Fig. 1: run 1, selected gate families
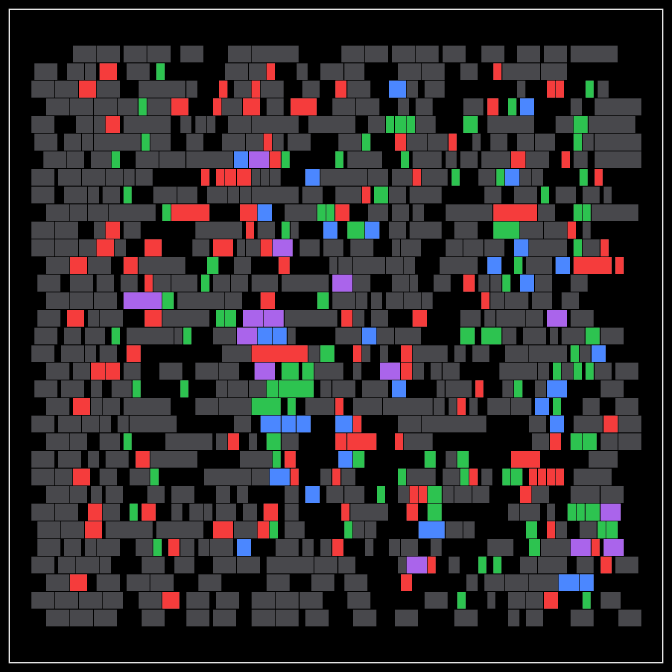
Fig. 2: run 1, cell classes on the final placement
Bar = 20 um.
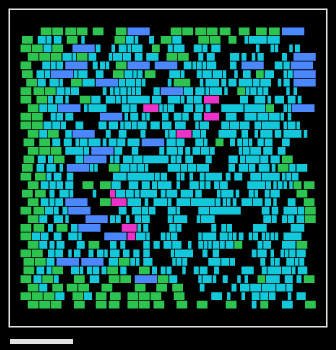
Fig. 3: run 1, sequential cells grouped by signal name
Bar = 20 um.
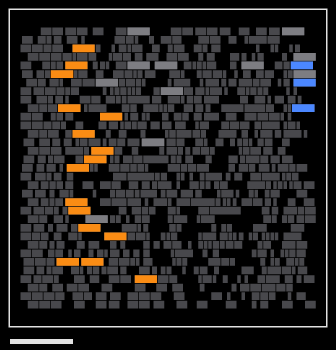
==> config.mk <==
export PLATFORM = sky130hd
export DESIGN_NAME = wormhole_output_allocator
export DESIGN_NICKNAME = d
export VERILOG_FILES = /design/src/rtl/wormhole_output_allocator_pkg.sv /design/src/rtl/wormhole_output_allocator_rr_priority_picker.sv /design/src/rtl/wormhole_output_allocator.sv
export SDC_FILE = /design/constraint.sdc
export NUM_CORES = 1
export LEC_CHECK = 0
export CAP_MARGIN = 40
export CORE_MARGIN = 3
export CORE_UTILIZATION = 49
export DETAILED_ROUTE_END_ITERATION = 16
export PLACE_DENSITY = 0.83
export REMOVE_ABC_BUFFERS = 1
export SLEW_MARGIN = 15
export SYNTH_ARGS = -nofsm -noshare
export SYNTH_HDL_FRONTEND = slang
export SYNTH_SLANG_ARGS = --single-unit
==> constraint.sdc <==
create_clock -name clk -period 18.78 [get_ports clk]
set_input_delay 3.756 -clock clk [delete_from_list [all_inputs] [get_ports clk]]
set_output_delay 3.756 -clock clk [all_outputs]
set_load 0.02 [all_outputs]
==> src/rtl/wormhole_output_allocator_pkg.sv <==
// Shared flit format and allocator state encoding for the wormhole output allocator.
// Flit layout: [15:14] flit type, [13:11] priority, [10:0] payload.
package wormhole_output_allocator_pkg;

  localparam int FLIT_SIZE  = 16;
  localparam int HEADER_LEN = 2;
  localparam int CMP_POS    = 13;
  localparam int CMP_LEN    = 3;

  localparam logic [HEADER_LEN-1:0] HEAD_FLIT   = 2'b00;
  localparam logic [HEADER_LEN-1:0] BODY_FLIT   = 2'b01;
  localparam logic [HEADER_LEN-1:0] TAIL_FLIT   = 2'b10;
  localparam logic [HEADER_LEN-1:0] SINGLE_FLIT = 2'b11;

  typedef enum logic {
    IDLE   = 1'b0,
    LOCKED = 1'b1
  } alloc_state_t;

endpackage

==> src/rtl/wormhole_output_allocator_rr_priority_picker.sv <==
// Combinational picker: highest priority among eligible inputs, ties broken by the
// first eligible index at or after rr_ptr (wrapping).
module wormhole_output_allocator_rr_priority_picker
  import wormhole_output_allocator_pkg::*;
#(
  parameter int N  = 6,
  parameter int W  = CMP_LEN,
  parameter int IW = $clog2(N)
) (
  input  logic [N*W-1:0] prio,
  input  logic [N-1:0]   elig,
  input  logic [IW-1:0]  rr_ptr,
  output logic [N-1:0]   grant,
  output logic [IW-1:0]  grant_idx,
  output logic           grant_valid
);

  logic [W-1:0]  max_prio_s;
  logic [N-1:0]  cand_s;
  logic          hi_found_s;
  logic [IW-1:0] hi_idx_s;
  logic          lo_found_s;
  logic [IW-1:0] lo_idx_s;

  // Max priority, tied candidates, then round-robin pick among the candidates
  always_comb begin
    max_prio_s = '0;
    cand_s     = '0;
    hi_found_s = 1'b0;
    hi_idx_s   = '0;
    lo_found_s = 1'b0;
    lo_idx_s   = '0;
    grant      = '0;
    for (int i = 0; i < N; i++) begin
      if (elig[i] && (prio[i*W +: W] > max_prio_s)) begin
        max_prio_s = prio[i*W +: W];
      end else begin
        max_prio_s = max_prio_s;
      end
    end
    for (int i = 0; i < N; i++) begin
      cand_s[i] = elig[i] && (prio[i*W +: W] == max_prio_s);
    end
    // Descending scan: the last hit is the lowest index (overall and at/after rr_ptr)
    for (int i = N - 1; i >= 0; i--) begin
      if (cand_s[i]) begin
        lo_found_s = 1'b1;
        lo_idx_s   = IW'(i);
        if (IW'(i) >= rr_ptr) begin
          hi_found_s = 1'b1;
          hi_idx_s   = IW'(i);
        end else begin
          hi_found_s = hi_found_s;
        end
      end else begin
        lo_found_s = lo_found_s;
      end
    end
    grant_valid = lo_found_s;
    grant_idx   = hi_found_s ? hi_idx_s : lo_idx_s;
    for (int i = 0; i < N; i++) begin
      grant[i] = grant_valid && (grant_idx == IW'(i));
    end
  end

endmodule

==> src/rtl/wormhole_output_allocator.sv <==
// Credit-gated, packet-locking N-to-1 output allocator with a registered output flit.
// Optional starvation aging is enabled by defining WORMHOLE_ALLOC_AGING_EN.
module wormhole_output_allocator
  import wormhole_output_allocator_pkg::*;
#(
  parameter int N         = 6,
  parameter int CREDITS   = 4,
  parameter int AGE_LIMIT = 15
) (
  input  logic                   clk,
  input  logic                   rst,
  input  logic [FLIT_SIZE*N-1:0] in_flit,
  input  logic [N-1:0]           in_valid,
  output logic [N-1:0]           in_ready,
  input  logic                   credit_return,
  output logic [FLIT_SIZE-1:0]   out_flit,
  output logic                   out_valid,
  output logic                   lock_active,
  output logic [$clog2(N)-1:0]   grant_id
);

  localparam int IW = $clog2(N);
  localparam int CW = $clog2(CREDITS + 1);

  alloc_state_t                   state_r, state_nx_s;
  logic [IW-1:0]                  owner_r, owner_nx_s;
  logic [IW-1:0]                  rr_ptr_r, rr_ptr_nx_s;
  logic [IW-1:0]                  grant_id_r, grant_id_nx_s;
  logic [IW-1:0]                  sel_idx_s;
  logic [CW-1:0]                  credit_cnt_r, credit_nx_s;
  logic [FLIT_SIZE-1:0]           out_flit_r, sel_flit_s;
  logic                           out_valid_r, lock_active_r;
  logic                           send_s, credit_ok_s;
  logic [N-1:0]                   in_ready_s;
  logic [N-1:0][HEADER_LEN-1:0]   ftype_s;
  logic [N-1:0][CMP_LEN-1:0]      prio_s;
  logic [N-1:0]                   elig_s;
  logic [N-1:0]                   aged_s;
  logic [N*CMP_LEN-1:0]           eff_prio_s;
  logic [N-1:0]                   pick_grant_s;
  logic [IW-1:0]                  pick_idx_s;
  logic                           pick_valid_s;

  function automatic logic [IW-1:0] rr_next(input logic [IW-1:0] idx);
    if (idx == IW'(N - 1)) begin
      rr_next = '0;
    end else begin
      rr_next = idx + IW'(1);
    end
  endfunction

  assign credit_ok_s = (credit_cnt_r != '0);

  // Per-input field decode and head-flit eligibility
  always_comb begin
    ftype_s    = '0;
    prio_s     = '0;
    elig_s     = '0;
    eff_prio_s = '0;
    for (int i = 0; i < N; i++) begin
      ftype_s[i] = in_flit[FLIT_SIZE*i + FLIT_SIZE - 1 -: HEADER_LEN];
      prio_s[i]  = in_flit[FLIT_SIZE*i + CMP_POS -: CMP_LEN];
      elig_s[i]  = in_valid[i] && credit_ok_s &&
                   ((ftype_s[i] == HEAD_FLIT) || (ftype_s[i] == SINGLE_FLIT));
      eff_prio_s[i*CMP_LEN +: CMP_LEN] = aged_s[i] ? {CMP_LEN{1'b1}} : prio_s[i];
    end
  end

`ifdef WORMHOLE_ALLOC_AGING_EN
  localparam int AW = $clog2(AGE_LIMIT + 1);
  logic [N-1:0][AW-1:0] age_r;

  // Starved inputs compete at the top priority level
  always_comb begin
    aged_s = '0;
    for (int i = 0; i < N; i++) begin
      aged_s[i] = (age_r[i] >= AW'(AGE_LIMIT));
    end
  end

  // Age counts lost IDLE arbitrations; cleared on grant or when the input drops
  always_ff @(posedge clk) begin
    if (rst) begin
      age_r <= '0;
    end else begin
      for (int i = 0; i < N; i++) begin
        if (!in_valid[i]) begin
          age_r[i] <= '0;
        end else if ((state_r == IDLE) && pick_grant_s[i]) begin
          age_r[i] <= '0;
        end else if ((state_r == IDLE) && elig_s[i] && (age_r[i] < AW'(AGE_LIMIT))) begin
          age_r[i] <= age_r[i] + AW'(1);
        end else begin
          age_r[i] <= age_r[i];
        end
      end
    end
  end
`else
  assign aged_s = '0;
`endif

  wormhole_output_allocator_rr_priority_picker #(
    .N  (N),
    .W  (CMP_LEN),
    .IW (IW)
  ) u_picker (
    .prio        (eff_prio_s),
    .elig        (elig_s),
    .rr_ptr      (rr_ptr_r),
    .grant       (pick_grant_s),
    .grant_idx   (pick_idx_s),
    .grant_valid (pick_valid_s)
  );

  // FSM next state, handshake and transfer select
  always_comb begin
    state_nx_s    = state_r;
    owner_nx_s    = owner_r;
    rr_ptr_nx_s   = rr_ptr_r;
    grant_id_nx_s = grant_id_r;
    sel_idx_s     = owner_r;
    in_ready_s    = '0;
    send_s        = 1'b0;
    case (state_r)
      IDLE: begin
        if (pick_valid_s) begin
          in_ready_s    = pick_grant_s;
          send_s        = 1'b1;
          sel_idx_s     = pick_idx_s;
          grant_id_nx_s = pick_idx_s;
          rr_ptr_nx_s   = rr_next(pick_idx_s);
          if (ftype_s[pick_idx_s] == HEAD_FLIT) begin
            state_nx_s = LOCKED;
            owner_nx_s = pick_idx_s;
          end else begin
            state_nx_s = IDLE;
          end
        end else begin
          state_nx_s = IDLE;
        end
      end
      LOCKED: begin
        in_ready_s[owner_r] = credit_ok_s;
        if (credit_ok_s && in_valid[owner_r]) begin
          send_s = 1'b1;
          if (ftype_s[owner_r] == TAIL_FLIT) begin
            state_nx_s  = IDLE;
            rr_ptr_nx_s = rr_next(owner_r);
          end else begin
            state_nx_s = LOCKED;
          end
        end else begin
          state_nx_s = LOCKED;
        end
      end
      default: begin
        state_nx_s = IDLE;
      end
    endcase
  end

  // Flit mux for the transferring input
  always_comb begin
    sel_flit_s = '0;
    for (int i = 0; i < N; i++) begin
      if (sel_idx_s == IW'(i)) begin
        sel_flit_s = in_flit[FLIT_SIZE*i +: FLIT_SIZE];
      end else begin
        sel_flit_s = sel_flit_s;
      end
    end
  end

  // Credit update; a return at full credit is dropped
  always_comb begin
    case ({send_s, credit_return})
      2'b10:   credit_nx_s = credit_cnt_r - CW'(1);
      2'b01:   credit_nx_s = (credit_cnt_r == CW'(CREDITS)) ? credit_cnt_r : credit_cnt_r + CW'(1);
      default: credit_nx_s = credit_cnt_r;
    endcase
  end

  // State and registered output stage
  always_ff @(posedge clk) begin
    if (rst) begin
      state_r       <= IDLE;
      owner_r       <= '0;
      rr_ptr_r      <= '0;
      grant_id_r    <= '0;
      credit_cnt_r  <= CW'(CREDITS);
      out_flit_r    <= '0;
      out_valid_r   <= 1'b0;
      lock_active_r <= 1'b0;
    end else begin
      state_r       <= state_nx_s;
      owner_r       <= owner_nx_s;
      rr_ptr_r      <= rr_ptr_nx_s;
      grant_id_r    <= grant_id_nx_s;
      credit_cnt_r  <= credit_nx_s;
      out_valid_r   <= send_s;
      lock_active_r <= (state_nx_s == LOCKED);
      if (send_s) begin
        out_flit_r <= sel_flit_s;
      end else begin
        out_flit_r <= out_flit_r;
      end
    end
  end

  assign in_ready    = in_ready_s;
  assign out_flit    = out_flit_r;
  assign out_valid   = out_valid_r;
  assign lock_active = lock_active_r;
  assign grant_id    = grant_id_r;

endmodule
==> reports/qor_table.md, run 1 <==
| Result | Reported |
|:---|:---|
| Status | finished, final reports clean |
| Final critical-path share of the clock period | 96.48% |
| Count of inserted antenna diode cells | 0 |
| Core utilization before placement | 51.84% |
| Number of warnings in the stage logs | 25 |
| Max IR drop VDD | 0.07339 mV |
| Flip-flops with a built-in enable | 0 |
| Count of mapped cells out of synthesis | 599 |
| Max FFs per register | 16 |
| Clock tree buffer count of the final layout | 6 |
| Num sequential | 30 |
| Std-Cell Rows | 33 |
| Pwr Total | 746.9 uW |
| Switching share of power | 55.03% |
| Violation count after the first detailed-route iteration | 454 |
| Routing usage on met2 | 57.52% |
| Worst Setup End Kind | output port |
| Comb group | 572 uW |
| Cell count after placement | 809 |
| Io pins | 132 |
| Chip area line of the yosys report | 4388 um2 |
| TritonCTS clock tree | built |
| Via count of the first global-routing pass | 5,427 |
| Data arrival time at the worst-slack endpoint | 14.36 ns |
| Number of buffers created by CTS | 5 |
| Worst reg2reg endpoint | credit_cnt_r[1] |
| Met1 global-route usage | 42.62% |
| Most Frequent Cell on Critical Path | sky130_fd_sc_hd__nor2_1 |
| Fraction of synthesized cell area taken by the top area cell type | 13.69% |
| Main area contributors | sky130_fd_sc_hd__dfxtp_1 14%, sky130_fd_sc_hd__o21a_1 5.8%, sky130_fd_sc_hd__o21ai_0 5.7%, sky130_fd_sc_hd__nand2_1 5.0%, sky130_fd_sc_hd__nor2_1 3.6% |
| Count of TritonRoute iterations in the first routing pass | 8 |
| Initial antenna violation count | 0 |
| Class of the tightest hold or removal check | register to register |
| Chip footprint | 10,130 um2 |
| Area growth from synthesis to layout | 34.33% |
| Total buffers and inverters traversed by the critical path | 3 |
| Post-CTS Setup Repair Bufs | 0 |
| Remaining Overflow, GRT | 0 |
| Chip width | 100.6 um |
| Power per unit of standard cell area | 126.7 nW/um2 |
| Parity-gate share of the synthesized area counting xor and xnor cells | 2.794% |
| Area of the multi-input gates | 3565 um2 |
| Commonest non-fill, non-tap cells in the layout | 131 x sky130_fd_sc_hd__clkdlybuf4s50_1, 58 x sky130_fd_sc_hd__nand2_1, 50 x sky130_fd_sc_hd__o21ai_0, 40 x sky130_fd_sc_hd__nor2_1, 34 x sky130_fd_sc_hd__o21a_1 |
| Worst hold path endpoint | grant_id[2] |
Notes on Fig. 1 above:
family	color	cells	most used
xor and xnor cells	purple	14	xnor2_1
nand cells	green	90	nand2_1
and/or cells	blue	31	and3_1
nor cells	red	103	nor2_1
multi-input gate share of total cell area: 60.48%
most frequent logic cell in the layout: sky130_fd_sc_hd__clkdlybuf4s50_1
final non-filler cell total: 820

Notes on Fig. 2 above:
class	color	cells	share of their area
sequential cells	blue	30	10%
remaining buffers and delay cells	green	142	24%
clock drivers and dummy loads	magenta	8	1.7%
combinational and other logic	cyan	535	64%
final instance area: 5894 um2
flip-flop and latch share of the layout cell area: 10.19%

Notes on Fig. 3 above:
name in the netlist	color	flops
`rr_ptr_r`	blue	3
`out_flit`	orange	16
not colored	11
area taken by flip-flops and latches: 600.6 um2
post-route core utilization: 69.64%
power in sequential cells: 116 uW

Fig. 4: run 1, clock distribution
Bar = 20 um.
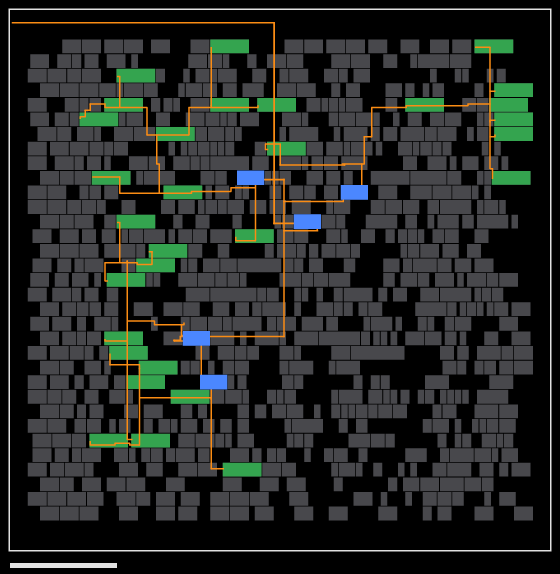

==> run 1 -> run 2 <==
- CAP_MARGIN: 40 -> 20
- RECOVER_POWER: unset -> 100
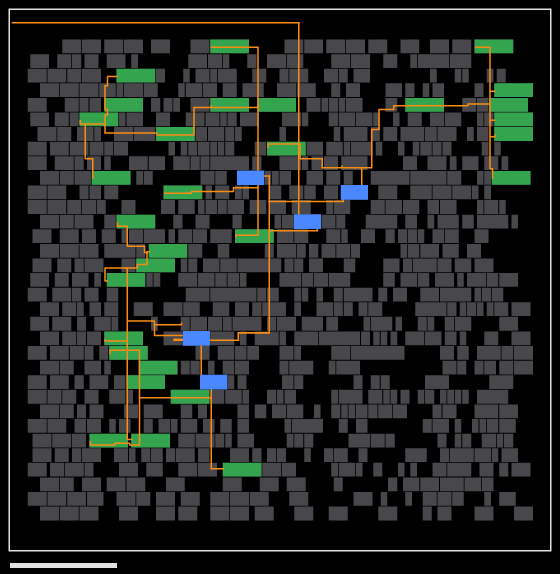
Fig. 5. Clock distribution (run 2).
Bar = 20 um.
[flip-flops] green | count: 30
[clock drivers] blue | count: 5
[clock wires] orange | length: 567 um
routed clock nets	6
clock group total power: 58.9 uW
portion of total power attributed to the clock network: 8.1%
clk_lat worst skew: 0.30 ns
maximum clock skew at final layout: 0.01387 ns

==> reports/qor_table.md, run 2 <==
| Result | Reported | Change |
|:---|:---|:---|
| Status | finished, violations left | was finished, final reports clean |
| Failing checks | max-capacitance violations, max-slew violations |  |
| Flip-flops with a built-in enable | 0 | unchanged |
| Chip footprint | 10,130 um2 | unchanged |
| Initial antenna violation count | 0 | unchanged |
| Count of inserted antenna diode cells | 0 | unchanged |
| Worst Setup End Kind | output port | unchanged |
| Worst hold path endpoint | grant_id[2] | unchanged |
| Comb group | 556 uW | was 572 uW |
| Class of the tightest hold or removal check | register to register | unchanged |
| Pwr Total | 732.0 uW | was 746.9 uW |
| Commonest non-fill, non-tap cells in the layout | 107 x sky130_fd_sc_hd__clkdlybuf4s50_1, 58 x sky130_fd_sc_hd__nand2_1, 50 x sky130_fd_sc_hd__o21ai_0, 41 x sky130_fd_sc_hd__nor2_1, 34 x sky130_fd_sc_hd__o21a_1 | was 131 x sky130_fd_sc_hd__clkdlybuf4s50_1, 58 x sky130_fd_sc_hd__nand2_1, 50 x sky130_fd_sc_hd__o21ai_0, 40 x sky130_fd_sc_hd__nor2_1, 34 x sky130_fd_sc_hd__o21a_1 |
| Core utilization before placement | 51.84% | unchanged |
| Most Frequent Cell on Critical Path | sky130_fd_sc_hd__ha_1 | was sky130_fd_sc_hd__nor2_1 |
| Data arrival time at the worst-slack endpoint | 14.36 ns | about the same |
| Max FFs per register | 16 | unchanged |
| Fraction of synthesized cell area taken by the top area cell type | 13.69% | unchanged |
| Power per unit of standard cell area | 125.1 nW/um2 | was 126.7 nW/um2 |
| Multi-input gate share of total cell area | 60.50% | was 60.48% |
| Max-slew violation count | 62 | was 0 |
| TritonCTS clock tree | built | unchanged |
| Count of mapped cells out of synthesis | 599 | unchanged |
| Chip area line of the yosys report | 4388 um2 | unchanged |
| Final instance area | 5851 um2 | was 5894 um2 |
| Max Cap Violations | 1 | was 0 |
| Flip-flop and latch share of the layout cell area | 10.27% | was 10.19% |
| Number of buffers created by CTS | 5 | unchanged |
| Final non-filler cell total | 819 | was 820 |
| Most frequent logic cell in the layout | sky130_fd_sc_hd__clkdlybuf4s50_1 | unchanged |
| Post-CTS Setup Repair Bufs | 0 | unchanged |
Power is estimated from default activity; no workload was simulated.
